### src/rtl/inst_fetch_operand_unit_if.sv
// Bus bundle for the fetch/operand unit: memory read port, register-file read
// port and the {op,a,b} valid/ready output toward the ALU stage.
interface inst_fetch_operand_unit_if #(
  parameter int DW = 16,
  parameter int AW = 8,
  parameter int RW = 4
);
  logic          mem_req;
  logic [AW-1:0] mem_addr;
  logic [DW-1:0] mem_rdata;
  logic          mem_ack;
  logic [RW-1:0] reg_idx;
  logic [DW-1:0] reg_rdata;
  logic [3:0]    op;
  logic [DW-1:0] a;
  logic [DW-1:0] b;
  logic          out_valid;
  logic          out_ready;

  modport master (
    output mem_req, mem_addr, input mem_rdata, mem_ack,
    output reg_idx, input reg_rdata,
    output op, a, b, out_valid, input out_ready
  );

  modport slave (
    input mem_req, mem_addr, output mem_rdata, mem_ack,
    input reg_idx, output reg_rdata,
    input op, a, b, out_valid, output out_ready
  );
endinterface

### src/rtl/inst_fetch_operand_unit.sv
// Instruction fetch + operand resolution: fetches 3-word instructions, resolves
// operands A and B through four addressing modes, hands {op,a,b} to the ALU.
module inst_fetch_operand_unit #(
  parameter int DW = 16,
  parameter int AW = 8,
  parameter int RW = 4
) (
  input  logic          clk,
  input  logic          clr,
  input  logic          start,
  input  logic [AW-1:0] start_addr,
  input  logic          run,
  output logic          busy,
  output logic [AW-1:0] pc,
  inst_fetch_operand_unit_if.master bus
);

  typedef enum logic [3:0] {
    S_IDLE, S_F0, S_F1, S_F2, S_OA, S_OA_M, S_OB, S_OB_M, S_OUT
  } state_t;

  typedef enum logic [1:0] {
    M_REG = 2'b00, M_MEM = 2'b01, M_IDX = 2'b10, M_IMM = 2'b11
  } mode_t;

  state_t        state_q, state_d;
  logic [7:0]    hdr_q;   // w0 header: {op, mode_a, mode_b}; reserved bits are never stored
  logic [DW-1:0] w1_q, w2_q, a_q, b_q;
  logic [AW-1:0] pc_q, ea_q;

  logic          on_b;
  logic [DW-1:0] spec;
  mode_t         mode;
  logic          mem_operand;
  logic [DW-1:0] opnd;
  logic [AW-1:0] ea_next;

  // Operand phase B reuses the A-phase datapath with w2 and mode_b selected.
  always_comb begin
    on_b        = (state_q == S_OB) || (state_q == S_OB_M);
    spec        = on_b ? w2_q : w1_q;
    mode        = mode_t'(on_b ? hdr_q[1:0] : hdr_q[3:2]);
    mem_operand = (mode == M_MEM) || (mode == M_IDX);
    opnd        = (mode == M_REG) ? bus.reg_rdata : spec;
    ea_next     = (mode == M_IDX) ? spec[AW-1:0] + bus.reg_rdata[AW-1:0]
                                  : spec[AW-1:0];
  end

  // NOTE: every output gets a default first so no path through the case leaves
  // a signal unassigned, which would otherwise infer a latch.
  always_comb begin
    bus.mem_req  = 1'b0;
    bus.mem_addr = '0;
    bus.reg_idx  = '0;
    unique case (state_q)
      S_F0:   begin bus.mem_req = 1'b1; bus.mem_addr = pc_q;            end
      S_F1:   begin bus.mem_req = 1'b1; bus.mem_addr = pc_q + AW'(1);   end
      S_F2:   begin bus.mem_req = 1'b1; bus.mem_addr = pc_q + AW'(2);   end
      S_OA_M,
      S_OB_M: begin bus.mem_req = 1'b1; bus.mem_addr = ea_q;            end
      S_OA,
      S_OB:   bus.reg_idx = (mode == M_IDX) ? spec[AW+RW-1:AW] : spec[RW-1:0];
      default: ;
    endcase
  end

  assign bus.op        = hdr_q[7:4];
  assign bus.a         = a_q;
  assign bus.b         = b_q;
  assign bus.out_valid = (state_q == S_OUT);
  assign busy          = (state_q != S_IDLE);
  assign pc            = pc_q;

  always_comb begin
    state_d = state_q;
    unique case (state_q)
      S_IDLE: if (start)       state_d = S_F0;
      S_F0:   if (bus.mem_ack) state_d = S_F1;
      S_F1:   if (bus.mem_ack) state_d = S_F2;
      S_F2:   if (bus.mem_ack) state_d = S_OA;
      S_OA:   state_d = mem_operand ? S_OA_M : S_OB;
      S_OA_M: if (bus.mem_ack) state_d = S_OB;
      S_OB:   state_d = mem_operand ? S_OB_M : S_OUT;
      S_OB_M: if (bus.mem_ack) state_d = S_OUT;
      S_OUT:  if (bus.out_ready) state_d = run ? S_F0 : S_IDLE;
      default: state_d = S_IDLE;
    endcase
  end

  // NOTE: state and datapath registers use non-blocking assignments so every
  // register samples pre-edge values regardless of statement order.
  always_ff @(posedge clk or negedge clr) begin
    if (!clr) begin
      state_q <= S_IDLE;
    end else begin
      state_q <= state_d;
    end
  end

  always_ff @(posedge clk or negedge clr) begin
    if (!clr) begin
      pc_q  <= '0;
      ea_q  <= '0;
      hdr_q <= '0;
      w1_q  <= '0;
      w2_q  <= '0;
      a_q   <= '0;
      b_q   <= '0;
    end else begin
      unique case (state_q)
        S_IDLE: if (start)       pc_q  <= start_addr;
        S_F0:   if (bus.mem_ack) hdr_q <= bus.mem_rdata[DW-1:DW-8];
        S_F1:   if (bus.mem_ack) w1_q  <= bus.mem_rdata;
        S_F2:   if (bus.mem_ack) w2_q  <= bus.mem_rdata;
        S_OA:   if (mem_operand) ea_q <= ea_next; else a_q <= opnd;
        S_OA_M: if (bus.mem_ack) a_q   <= bus.mem_rdata;
        S_OB:   if (mem_operand) ea_q <= ea_next; else b_q <= opnd;
        S_OB_M: if (bus.mem_ack) b_q   <= bus.mem_rdata;
        S_OUT:  if (bus.out_ready && run) pc_q <= pc_q + AW'(3);
        default: ;
      endcase
    end
  end

endmodule

### src/flat_wrapper.sv
// flat-port wrapper written by rule: the top's interface ports become plain ports
module inst_fetch_operand_unit_flat 
#(
  parameter int DW = 16,
  parameter int AW = 8,
  parameter int RW = 4
)
  (clk, clr, start, start_addr, run, busy, pc, bus_mem_req, bus_mem_addr, bus_mem_rdata, bus_mem_ack, bus_reg_idx, bus_reg_rdata, bus_op, bus_a, bus_b, bus_out_valid, bus_out_ready);
  inst_fetch_operand_unit_if #(.DW(DW), .AW(AW), .RW(RW)) bus_i ();
  input  logic clk;
  input  logic clr;
  input  logic start;
  input  logic [AW-1:0] start_addr;
  input  logic run;
  output logic busy;
  output logic [AW-1:0] pc;
  output wire logic [$bits(bus_i.mem_req)-1:0] bus_mem_req;
  output wire logic [$bits(bus_i.mem_addr)-1:0] bus_mem_addr;
  input wire logic [$bits(bus_i.mem_rdata)-1:0] bus_mem_rdata;
  input wire logic [$bits(bus_i.mem_ack)-1:0] bus_mem_ack;
  output wire logic [$bits(bus_i.reg_idx)-1:0] bus_reg_idx;
  input wire logic [$bits(bus_i.reg_rdata)-1:0] bus_reg_rdata;
  output wire logic [$bits(bus_i.op)-1:0] bus_op;
  output wire logic [$bits(bus_i.a)-1:0] bus_a;
  output wire logic [$bits(bus_i.b)-1:0] bus_b;
  output wire logic [$bits(bus_i.out_valid)-1:0] bus_out_valid;
  input wire logic [$bits(bus_i.out_ready)-1:0] bus_out_ready;
  assign bus_mem_req = bus_i.mem_req;
  assign bus_mem_addr = bus_i.mem_addr;
  assign bus_i.mem_rdata = bus_mem_rdata;
  assign bus_i.mem_ack = bus_mem_ack;
  assign bus_reg_idx = bus_i.reg_idx;
  assign bus_i.reg_rdata = bus_reg_rdata;
  assign bus_op = bus_i.op;
  assign bus_a = bus_i.a;
  assign bus_b = bus_i.b;
  assign bus_out_valid = bus_i.out_valid;
  assign bus_i.out_ready = bus_out_ready;
  inst_fetch_operand_unit #(.DW(DW), .AW(AW), .RW(RW)) u_core (.clk(clk), .clr(clr), .start(start), .start_addr(start_addr), .run(run), .busy(busy), .pc(pc), .bus(bus_i));
endmodule
### config.mk
export PLATFORM = sky130hd
export DESIGN_NAME = inst_fetch_operand_unit_flat
export DESIGN_NICKNAME = d
export VERILOG_FILES = /design/src/rtl/inst_fetch_operand_unit_if.sv /design/src/rtl/inst_fetch_operand_unit.sv /design/src/flat_wrapper.sv
export SDC_FILE = /design/constraint.sdc
export NUM_CORES = 1
export LEC_CHECK = 0
export CAP_MARGIN = 20
export CORE_AREA = 10 10 126 128
export DETAILED_ROUTE_END_ITERATION = 8
export DIE_AREA = 0 0 136 138
export DONT_BUFFER_PORTS = 1
export PLACE_DENSITY_LB_ADDON = 0.2
export SLEW_MARGIN = 20
export SYNTH_ARGS = -nofsm -noshare
export SYNTH_HDL_FRONTEND = slang
export SYNTH_SLANG_ARGS = --single-unit
### constraint.sdc
create_clock -name clk -period 3.12 [get_ports clk]
set_input_delay 0.78 -clock clk [delete_from_list [all_inputs] [get_ports clk]]
set_output_delay 0.78 -clock clk [all_outputs]
set_load 0.005 [all_outputs]
m2.png
Drawn at 3 px/um. Cells faint in the background.
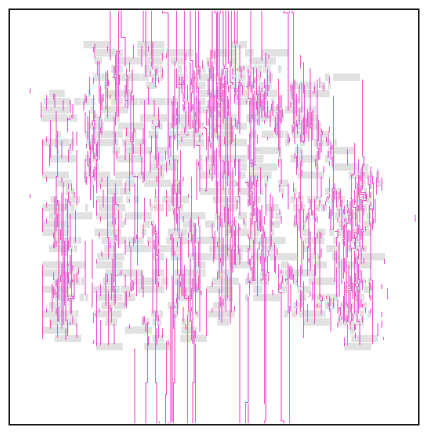
The longest straight run is 80.2 um. The layer carries 7010 um of wire. The wires run mostly vertical.
Routed WL: 14980 um
via count: 4002
met2 Usage GRT: 25.15%

placed.png
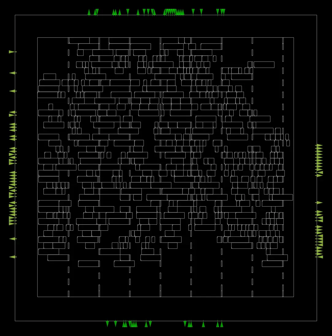
fillers: 1332
Seq area share: 39.77%
tap cells: 180

layers.png
Drawn at 3 px/um. Two of the layers only.
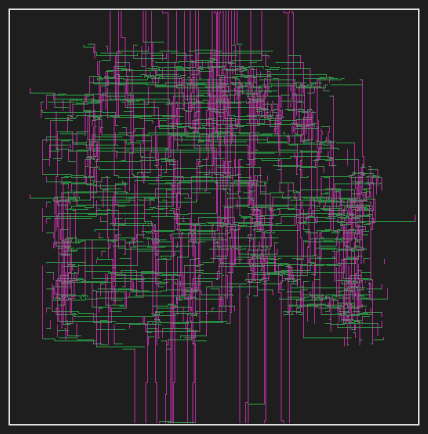
Key: magenta = M2 [wire length 7010 um]; green = M1 [wire length 6170 um]
Overall Global Routing Usage: 15.81%
DR WL/cell: 20.91 um

pinout.png
Drawn at 3 px/um. Pins as bars across the die edge, other pins in gray.
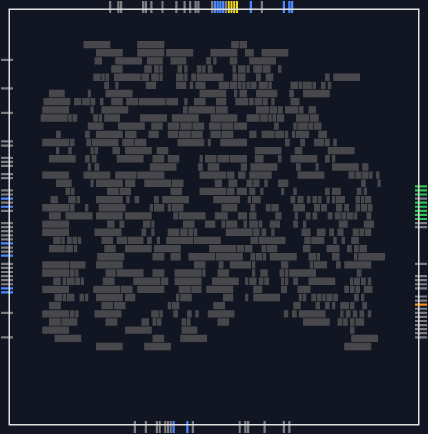
Key: yellow = bus_reg_idx [pins 4, direction output, edge north]; orange = bus_out_valid [pins 1, direction output, edge east]; green = bus_mem_addr [pins 8, direction output, edge east]; blue = bus_reg_rdata [pins 16, direction input, edge 8 north, 6 west, 2 south]
All pins by edge: 35 west, 27 north, 27 east, 16 south.
Horiz. Die Dim: 136 um
PortBufs: 0
DIE HEIGHT: 138 um

==> job_summary.md <==
### Metrics collected by this job

| Metric | Value |
|---|---|
| Status | `complete, no violations` |
| Buf/Inv on CP | `1` |
| Cell depth of the worst flop-to-flop path | `9` |
| Pre-Place Util | `about two fifths` |
| Worst rel slew slack | `between 50% and 60%` |
| Setup Viol. Count Final | `0` |
| Fin area | `~5800 sq um` |
| Worst-path clk slew | `roughly 0.070 ns` |
| # nets final | `a little under 600` |
| Setup crit start kind | `flop` |
| Ys cells | `~550` |
| Synthesized area | `between 5000 and 6000 sq um` |
| Core area | `roughly 14000 sq um` |
| Layout area overhead | `7.705%` |
| Final hold viol count | `0` |
| H-tree Lvls | `3` |
| Final ANT Viol Nets | `0` |
| Largest net degree at the start of global routing | `roughly 93` |
| Post-synth seq share | `approximately 43%` |
| YS chip area | `approximately 5400 sq um` |
| Post-CTS Setup Repair Bufs | `0` |
| CP top delay family | `simple AND/OR/NAND/NOR gates` |
| Clk_skew | `about 0.011 ns` |
| Yosys cell types | `between 50 and 60` |
| DRC errors left | `0` |
| DR iter-0 viols | `around 220` |
| Placement Setup Slack | `~0.38 ns` |
| Fmax achieved | `around 0.34 GHz` |
| Max-cap viol count | `0` |
| Placed cell area | `roughly 5500 sq um` |
| Tool warnings | `30` |
| Root Driver | `clkbuf_16` |
| TritonCTS Sinks | `92` |
| Final GP Congestion | `0.8466` |
| Most common logic cells in the final layout | `92 x dfrtp_1, 52 x nor2_1, 51 x mux2_2` |
| CTS tree | `yes` |
| Antenna Cells | `0` |
| Largest stage delay on the critical path | `~0.38 ns` |
| Total power | `approximately 6800 uW` |
| Critical R2R Capture | `u_core.ea_q[6]` |
| Worst-Margin Slew | `approximately 0.64 ns` |
| Initial antenna violation count | `1` |
| Worst min-delay path class | `in -> async` |
| Critical Path RT | `about 2.3 ns` |
| DIE AREA | `between 15000 and 20000 sq um` |
| Tmin final | `between 2 and 3 ns` |
| Synth Warn # | `0` |
| Clock Tree Buf Depth | `2` |
| RSZ-0062 raised after global routing | `false` |
| Setup ws final | `roughly 0.14 ns` |
| Crit share post-route | `95.53%` |
| TNS Setup | `0 ns` |
| Floorplan Nets | `roughly 610` |
| Dominant logic cell type in the layout | `dfrtp_1` |
| Ys flops | `~90` |
| Leakage power | `0.002503 uW` |
| Vias/cell | `5.589` |
| Skew-Pair Late Insertion Delay | `0.35 ns` |
| Ys async rst share | `100.0%` |
| Pins Over Slew Limit | `0` |
| Commonest flop | `dfrtp_1` |
| CTS Buf Count | `9` |
| Row count | `43` |
| Number of global-route vias before repair | `~4000` |
| Initial DRT Pass Iterations | `4` |
| Critical setup path kind | `reg -> out` |
| Endpoint class of the critical path | `output pin` |
| Layout cells sized above 1 | `roughly a fifth` |
| Flip-flops with a built-in enable | `0` |
| Total congestion overflow | `0` |
| Crit Path Max Fanout | `15` |
| R2R Path Start | `u_core.state_q[3]` |
| Crit path cell chain | `nand3b_4 -> mux2i_1 -> ha_2 -> nor2_1 -> a211oi_1 -> buf_4` |
| Hold WS | `about 0.12 ns` |
| First-pass GRT wire length | `23430 um` |
| Worst R2R Setup Slack | `0.35 ns` |
| CP Data Arrival Time | `2.20 ns` |
| Top Ports | `roughly 110` |
| Dpl hpwl | `between 10000 and 15000 um` |
| Mapped Avg Cell Area | `approximately 9.8 sq um` |
| Pwr Density | `1171 nW/um^2` |
| Worst vdd ir | `between 0.5 and 0.6 mV` |
| Crit path max-delay cell type | `dfrtp_1` |
| Post-Synthesis Cells | `547` |
==> through the flow <==
stage / std cells / util (%)
2_1_floorplan: 547 / -
3_3_place_gp: 700 / 40.80
3_5_place_dp: 700 / 40.80
4_1_cts: 716 / 42.85
5_1_grt: 716 / 42.87
6_report: 716 / 42.87
==> flip-flops by register name, summed over array words and instances (netlist names) <==
signal,flops
u_core.bus.a,16
u_core.ea_q,8
u_core.state_q,4
u_core.hdr_q,8
u_core.pc,8
u_core.w1_q,16
u_core.w2_q,16
u_core.bus.b,16
==> synthesized netlist by cell type (5+ instances only) <==
cell type   n  area share [%]
o211ai_1   12             1.7
a211oi_1    8             1.1
a21oi_1    50             4.7
nor2_1     53             3.7
nand2_1    50             3.5
xnor2_1     6            0.98
inv_1       9            0.63
mux2i_1    21             3.9
mux2_2     51              11
xor2_1      5            0.81
o21a_1     11             1.5
clkbuf_1   14            0.98
dfrtp_1    92              43
buf_2      15             1.4
mux2_4     11             3.1
o22ai_1     5            0.58
o21ai_0    43             4.0
nor3_1      5            0.47
ha_1       14             3.3
buf_4       6            0.84
nand3_1     7            0.65
==> power breakdown <==
group          switching (uW)  internal [uW]  total [uW]
Clock                     490            548        1040
Combinational            1910           1520        3430
Sequential                514           1800        2320
Total                    2910           3870        6780
==> logic make-up (layout without fill, tap and decap cells) <==
logic type               count (synthesis)  count (layout)  share of synthesized area (%)
adder cells (fa/ha/maj)                 15              15                          3.631
flip-flops                              92              92                          42.83
buffers and inverters                   53              42                          5.028
XOR/XNOR                                11              11                          1.792
AND-OR/OR-AND                          151             151                          16.64
multiplexers                            84              84                          17.88
AND/OR/NAND/NOR                        141             141                          12.20
==> worst reg2reg max path, delay by kind of cell, from the launching register on <==
| kind | cells | cell delay (ns) |
|---|---|---|
| AND/OR/NAND/NOR | 2 | 0.40 |
| multiplexers | 1 | 0.38 |
| flip-flops | 1 | 0.38 |
| AND-OR/OR-AND | 4 | 0.85 |
| adder cells (fa/ha/maj) | 2 | 0.64 |
==> how the worst max path moves through the flow <==
| stage | start | endpoint | cells after the start |
|---|---|---|---|
| floorplan | u_core.state_q[2] | bus_reg_idx[0] | 10 |
| global placement | u_core.state_q[3] | u_core.ea_q[6] | 9 |
| detailed placement | u_core.state_q[3] | u_core.ea_q[6] | 9 |
| CTS | u_core.state_q[3] | bus_reg_idx[2] | 6 |
| global route | u_core.state_q[3] | bus_reg_idx[2] | 6 |
| finish | u_core.state_q[3] | bus_reg_idx[2] | 6 |
==> per-layer routing <==
metal  vias up  global-route usage (%)  routed length, um
li1       1916                       -                  -
met1      1948                   18.86               6170
met2       119                   25.15               7006
met3        17                   6.630               1565
met4         2                   4.992                219
met5         -                       0                 12
==> area by class of cell <==
cell class | instances | area (sq um) | share of cell area [%]
inverters | 11 | 41.29 | 0.7132
flip-flops and latches | 92 | 2302 | 39.77
repair buffers | 15 | 125.1 | 2.161
clock inverters | 6 | 47.55 | 0.8213
clock buffers | 10 | 229.0 | 3.955
multi-input cells | 402 | 2819 | 48.69
well taps | 180 | 225.2 | 3.890
==> timing repair <==
action,in CTS,in global routing
gates resized,0,1
hold buffers,0,0
endpoints found under the setup margin,0,4
endpoints found under the hold margin,0,0
Power and IR drop assume default switching activity.
